File: src/rtl/seq_detect_prog.sv
// seq_detect_prog: programmable serial-bit sequence detector.
// Detects a run-time loaded pattern of 1..MAX_LEN bits, first bit received
// in pat_value[len-1] and last bit in pat_value[0]. Supports overlapping or
// non-overlapping detection, an input-valid qualifier and a registered
// one-cycle match pulse F.
// After reset the detector looks for the legacy sequence 1001.
// Optional feature macro: SEQDET_COUNT_EN adds a saturating match counter on
// match_count. Without it, match_count is tied to 0.
module seq_detect_prog #(
    parameter int  MAX_LEN = 8,
    parameter int  CNT_W   = 8,
    localparam int LEN_W   = $clog2(MAX_LEN) + 1
) (
    input  logic               clock,
    input  logic               reset,
    input  logic               in_valid,
    input  logic               I,
    input  logic               overlap,
    input  logic               pat_load,
    input  logic [MAX_LEN-1:0] pat_value,
    input  logic [LEN_W-1:0]   pat_len,
    output logic               F,
    output logic [CNT_W-1:0]   match_count
);

    localparam logic [LEN_W-1:0]   ONE_L     = LEN_W'(1);
    localparam logic [LEN_W-1:0]   MAX_LEN_L = LEN_W'(MAX_LEN);
    localparam logic [LEN_W-1:0]   RST_LEN   = LEN_W'(4);
    localparam logic [MAX_LEN-1:0] RST_PAT   = MAX_LEN'(4'b1001);

    // Architectural state.
    logic [MAX_LEN-1:0] hist;
    logic [LEN_W-1:0]   fill;
    logic [MAX_LEN-1:0] pat;
    logic [LEN_W-1:0]   len;

    // Next-state values.
    logic [MAX_LEN-1:0] hist_d;
    logic [LEN_W-1:0]   fill_d;
    logic [MAX_LEN-1:0] pat_d;
    logic [LEN_W-1:0]   len_d;
    logic               f_d;

    // Datapath helpers.
    logic [MAX_LEN-1:0] hist_sh;
    logic [LEN_W-1:0]   fill_inc;
    logic [LEN_W-1:0]   len_clamp;
    logic [MAX_LEN-1:0] len_mask;
    logic               match;

    // Mask selecting the low len bits of history and pattern for comparison.
    always_comb begin
        for (int i = 0; i < MAX_LEN; i++) begin
            len_mask[i] = (LEN_W'(i) < len);
        end
    end

    // Shift in the new bit and decide whether the updated history completes a match.
    always_comb begin
        hist_sh  = {hist[MAX_LEN-2:0], I};
        fill_inc = (fill == MAX_LEN_L) ? fill : fill + ONE_L;
        match    = (fill_inc >= len) && (((hist_sh ^ pat) & len_mask) == '0);
    end

    // Clamp the requested pattern length into 1..MAX_LEN.
    always_comb begin
        if (pat_len == '0) begin
            len_clamp = ONE_L;
        end else if (pat_len > MAX_LEN_L) begin
            len_clamp = MAX_LEN_L;
        end else begin
            len_clamp = pat_len;
        end
    end

    // Next-state selection: load beats an accepted bit; idle holds everything but F.
    always_comb begin
        // NOTE: every signal gets a default here so no path leaves it unassigned and infers a latch.
        hist_d = hist;
        fill_d = fill;
        pat_d  = pat;
        len_d  = len;
        f_d    = 1'b0;
        if (pat_load) begin
            pat_d  = pat_value;
            len_d  = len_clamp;
            fill_d = '0;
        end else if (in_valid) begin
            hist_d = hist_sh;
            f_d    = match;
            fill_d = (match && !overlap) ? '0 : fill_inc;
        end
    end

    // State register with synchronous reset to the legacy 1001 pattern.
    always_ff @(posedge clock) begin
        // NOTE: sequential state uses non-blocking assignments so every register samples pre-edge values.
        if (reset) begin
            hist <= '0;
            fill <= '0;
            pat  <= RST_PAT;
            len  <= RST_LEN;
            F    <= 1'b0;
        end else begin
            hist <= hist_d;
            fill <= fill_d;
            pat  <= pat_d;
            len  <= len_d;
            F    <= f_d;
        end
    end

`ifdef SEQDET_COUNT_EN
    logic [CNT_W-1:0] cnt;
    logic [CNT_W-1:0] cnt_d;

    // Counter next value: cleared by a load, saturating increment on each match.
    always_comb begin
        cnt_d = cnt;
        if (pat_load) begin
            cnt_d = '0;
        end else if (in_valid && match && !(&cnt)) begin
            cnt_d = cnt + CNT_W'(1);
        end
    end

    // Counter register, updated on the same edge as F.
    always_ff @(posedge clock) begin
        if (reset) begin
            cnt <= '0;
        end else begin
            cnt <= cnt_d;
        end
    end

    assign match_count = cnt;
`else
    assign match_count = '0;
`endif

endmodule

File: config.mk
export PLATFORM = sky130hd
export DESIGN_NAME = seq_detect_prog
export DESIGN_NICKNAME = d
export VERILOG_FILES = /design/src/rtl/seq_detect_prog.sv
export SDC_FILE = /design/constraint.sdc
export NUM_CORES = 1
export LEC_CHECK = 0
export ABC_AREA = 1
export ABC_CLOCK_PERIOD_IN_PS = 2080
export CAP_MARGIN = 10
export CORE_ASPECT_RATIO = 0.9
export CORE_MARGIN = 5
export CORE_UTILIZATION = 50
export DETAILED_ROUTE_END_ITERATION = 12
export PLACE_DENSITY = 0.78
export SYNTH_ARGS = -nofsm -noshare
export SYNTH_HDL_FRONTEND = slang
export SYNTH_SLANG_ARGS = --single-unit
File: constraint.sdc
create_clock -name clock -period 2.08 [get_ports clock]
set_clock_uncertainty 0.05 [all_clocks]
set_input_delay 0.416 -clock clock [delete_from_list [all_inputs] [get_ports clock]]
set_output_delay 0.416 -clock clock [all_outputs]
set_load 0.03 [all_outputs]
==> notes.md <==
impl run done, here's what came out: post-DP HPWL=roughly 2300 um, Cells after Synth=between 150 and 200, highest-delay cell along the critical path=dfxtp_4, Buf+Inv Stages, Crit Path=2, Worst R2R Setup Slack=approximately 0.2 ns, vias in the first global route=1127, Comb. pwr=204 uW, CTS HTree Levels=1, ys cells=approximately 190, Fin. Hold Viols=0, worst setup margin=~0.20 ns, Top Metal Used=met4, # DRC=0, arrival time of the worst setup path=2.09 ns, Simple-Gate Area Share=between 20% and 30%, Flops=24, Top Layout Cells=nand2_1, inv_1, dfxtp_1, nor2_1, clkdlybuf4s50_1, Critical Path Source Type=flip-flop, critical path endpoint=fill[3]$_SDFFE_PP0P_, tool warning count=27, Clock buf/inv share=roughly 1.4%, Reg power frac=55.3%, Max Slew Vio Count=0, global-route wire length before repair=just under 5000 um, combinational share of power=roughly 22%, Total Neg Setup Slack=0 ns, xor+xnor area frac=~1.9%, Hold Path End=pat[2]$_SDFFE_PP0P_, met3 WL=roughly 180 um, Max-area cell share=35.5%, Largest Register=pat, Unique cell types=23, row cnt=17, Max VDD drop=around 0.40 mV, final setup fails=0, Hold Path Depth=2, crit-path cells=inv_1, ha_1, nand2_2, nand3_1, o21ai_2, ha_1, nand2_1, inv_1, o21ai_1, nand3_1, nand4_4, nand2_1, a21oi_2, origin of the worst setup path=fill[0]$_SDFFE_PP0P_, flop share of the area=30.4%, 1st-pass router iterations=4, met1 usage=20.2%, LEAKAGE=roughly 0.75 nW, largest net degree at the start of global routing=17, top comb family, area=simple AND/OR/NAND/NOR gates, Clk. pwr=203 uW, Non-CTS buffers=24, min Tclk post-route=around 1.9 ns, P_sw=276 uW, Starting Density=a little over half, non-clock inverter count=27, register bit total from synthesis=24, Int Power=around 640 uW, met1 wire length=~1400 um, routed wl met2=~1400 um, status=completed, Yosys top cell by area=dfxtp_1, Finished Layout Cells=between 200 and 250, GR Util met3=5.50%, Slowest Stage Delay on Critical Path=0.39 ns, largest registers=pat (8), hist (7), Avg Cell Area, Syn=6.98 um^2, Area after DPL=about 1600 um^2, area reported by Yosys stat=around 1400 um^2, multi-input logic cell count=between 100 and 150, initial antenna violation count=0, clk slew on worst S/H paths=between 0.1 and 0.15 ns, Die Area=between 3000 and 4000 um^2, sequential-to-total area share from yosys stat=a little over a third, sequential power=504 uW, Adder Area Share=under 10%, Syn. warnings=0, Max Cap Viol=0, area of the core=between 2000 and 3000 um^2, clock root buffer=clkbuf_4, share of layout cells above drive strength 1=between 10% and 20%, Clock Path Buffers=2, DR vias/cell=just over 5, io pins=27, WHS=0.437 ns, CTS tree=yes, final net count=roughly 240, period utilization=about nine tenths, Max Fclk=between 500 and 600 MHz, number of diodes=0, M2 GR Usage=a little over a quarter, mux cell area share after synthesis=0%, fraction of area in multi-input gates=45.6%, RSZ-0062 raised after global routing=false, worst-path fanout max=5, clock buffer count=3, Hold Startpoint=pat[2]$_SDFFE_PP0P_, Hold Crit Class=flip-flop to flip-flop, family with the most delay on the worst path=simple AND/OR/NAND/NOR gates, P per Cell Area=569 nW/um^2, FF-to-FF Start=fill[0]$_SDFFE_PP0P_, # Taps=28, logic area=729 um^2, Pwr top=sequential cells, Worst path depth=13, Area growth, synth to finish=18.1%, Clk network pwr share=between 20 and 25%, fin area=1600 um^2, required time worst endpoint=~2.3 ns, Mapped Area=about 1400 um^2, fillers=around 230, ANT nets after route=0, sequential cell area=between 400 and 500 um^2, Core Util, Final=a little over three fifths, most frequent logic cell in the layout=nand2_1, top cell category=logic gates, Inst Count DP=~240, total overflow reported by the global router=0, Design Power=911 uW, worst r2r path cells=13, AND-OR/OR-AND Cells, Area Fraction=between 10% and 20%, Switching Fraction=between 30% and 40%, Cell area leaders=dfxtp_1, nand2_1, o21ai_0, max reg flops=8, Worst R2R End=fill[3]$_SDFFE_PP0P_, clock sinks=24, GRT busiest layer=met2, Worst Setup End Kind=flip-flop, starting DRC count in detailed routing=approximately 90, Worst Setup Path Type=flip-flop to flip-flop, Post-Place Worst Slack=0.0859 ns, Final non-clock buffer share=between 10 and 15%, routability cong.=approximately 0.76
==> what timing repair did <==
action                                 in CTS  in global routing
hold buffers                                0                  0
setup buffers                               0                  1
gates resized                               0                  9
setup endpoints to repair                   0                  5
endpoints found under the hold margin       0                  0
==> Yosys cell counts (all sizes together) <==
| master | instances |
|---|---|
| nand2 | 45 |
| inv | 27 |
| nor2 | 25 |
| dfxtp | 24 |
| o21ai | 21 |
| a21oi | 17 |
| buf | 12 |
| nand3 | 9 |
| ha | 6 |
| xor2 | 3 |
| a211oi | 1 |
| conb | 1 |
| nand4 | 1 |
| nor3 | 1 |
| o211ai | 1 |
==> cell families after synthesis <==
group,Yosys count
xor gates and xnor gates,3
and+or+nand+nor,81
DFF,24
buffers and inverters,39
other,1
AOI/OAI and AO/OA,40
adders and majority gates,6
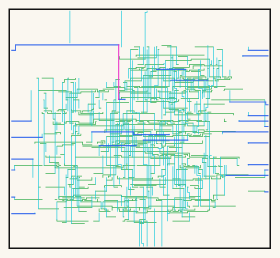
**Above:** metal layers overlaid.
Drawn at 4 px/um.
legend:
  cyan:
    layer: M2
    wire_length: 1390 um
  green:
    layer: M1
    wire_length: 1390 um
  blue:
    layer: M3
    wire_length: 179 um
  magenta:
    layer: M4
    wire_length: 13.6 um
routed len/inst: 12.1 um
final WL: 2960 um
vias: 1241
All-Layer GR Usage: 16.4%

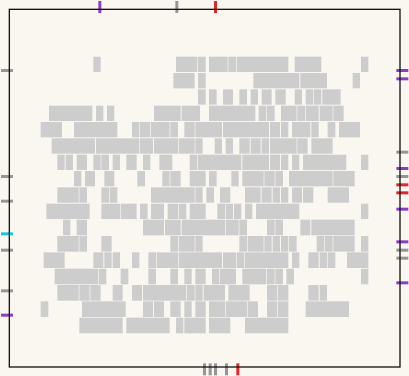
**Above:** pin map.
Drawn at 6 px/um. Pins as bars across the die edge, other pins in gray.
legend:
  cyan:
    port: pat_load
    pins: 1
    direction: input
    edge: west
  purple:
    port: match_count
    pins: 8
    direction: output
    edge: 6 east, 1 north, 1 west
  red:
    port: pat_len
    pins: 4
    direction: input
    edge: 2 east, 1 north, 1 south
DIE WIDTH: 64.9 um
# port buffers: 18

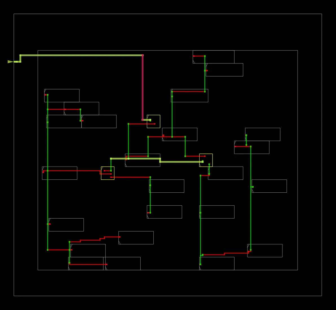
**Above:** clock wiring as the flow saved it.
clk ins delay skew pair: 0.31 ns
CTS Buf Count: 3

Power figures rest on the tool's default switching activity, not on a simulated workload.
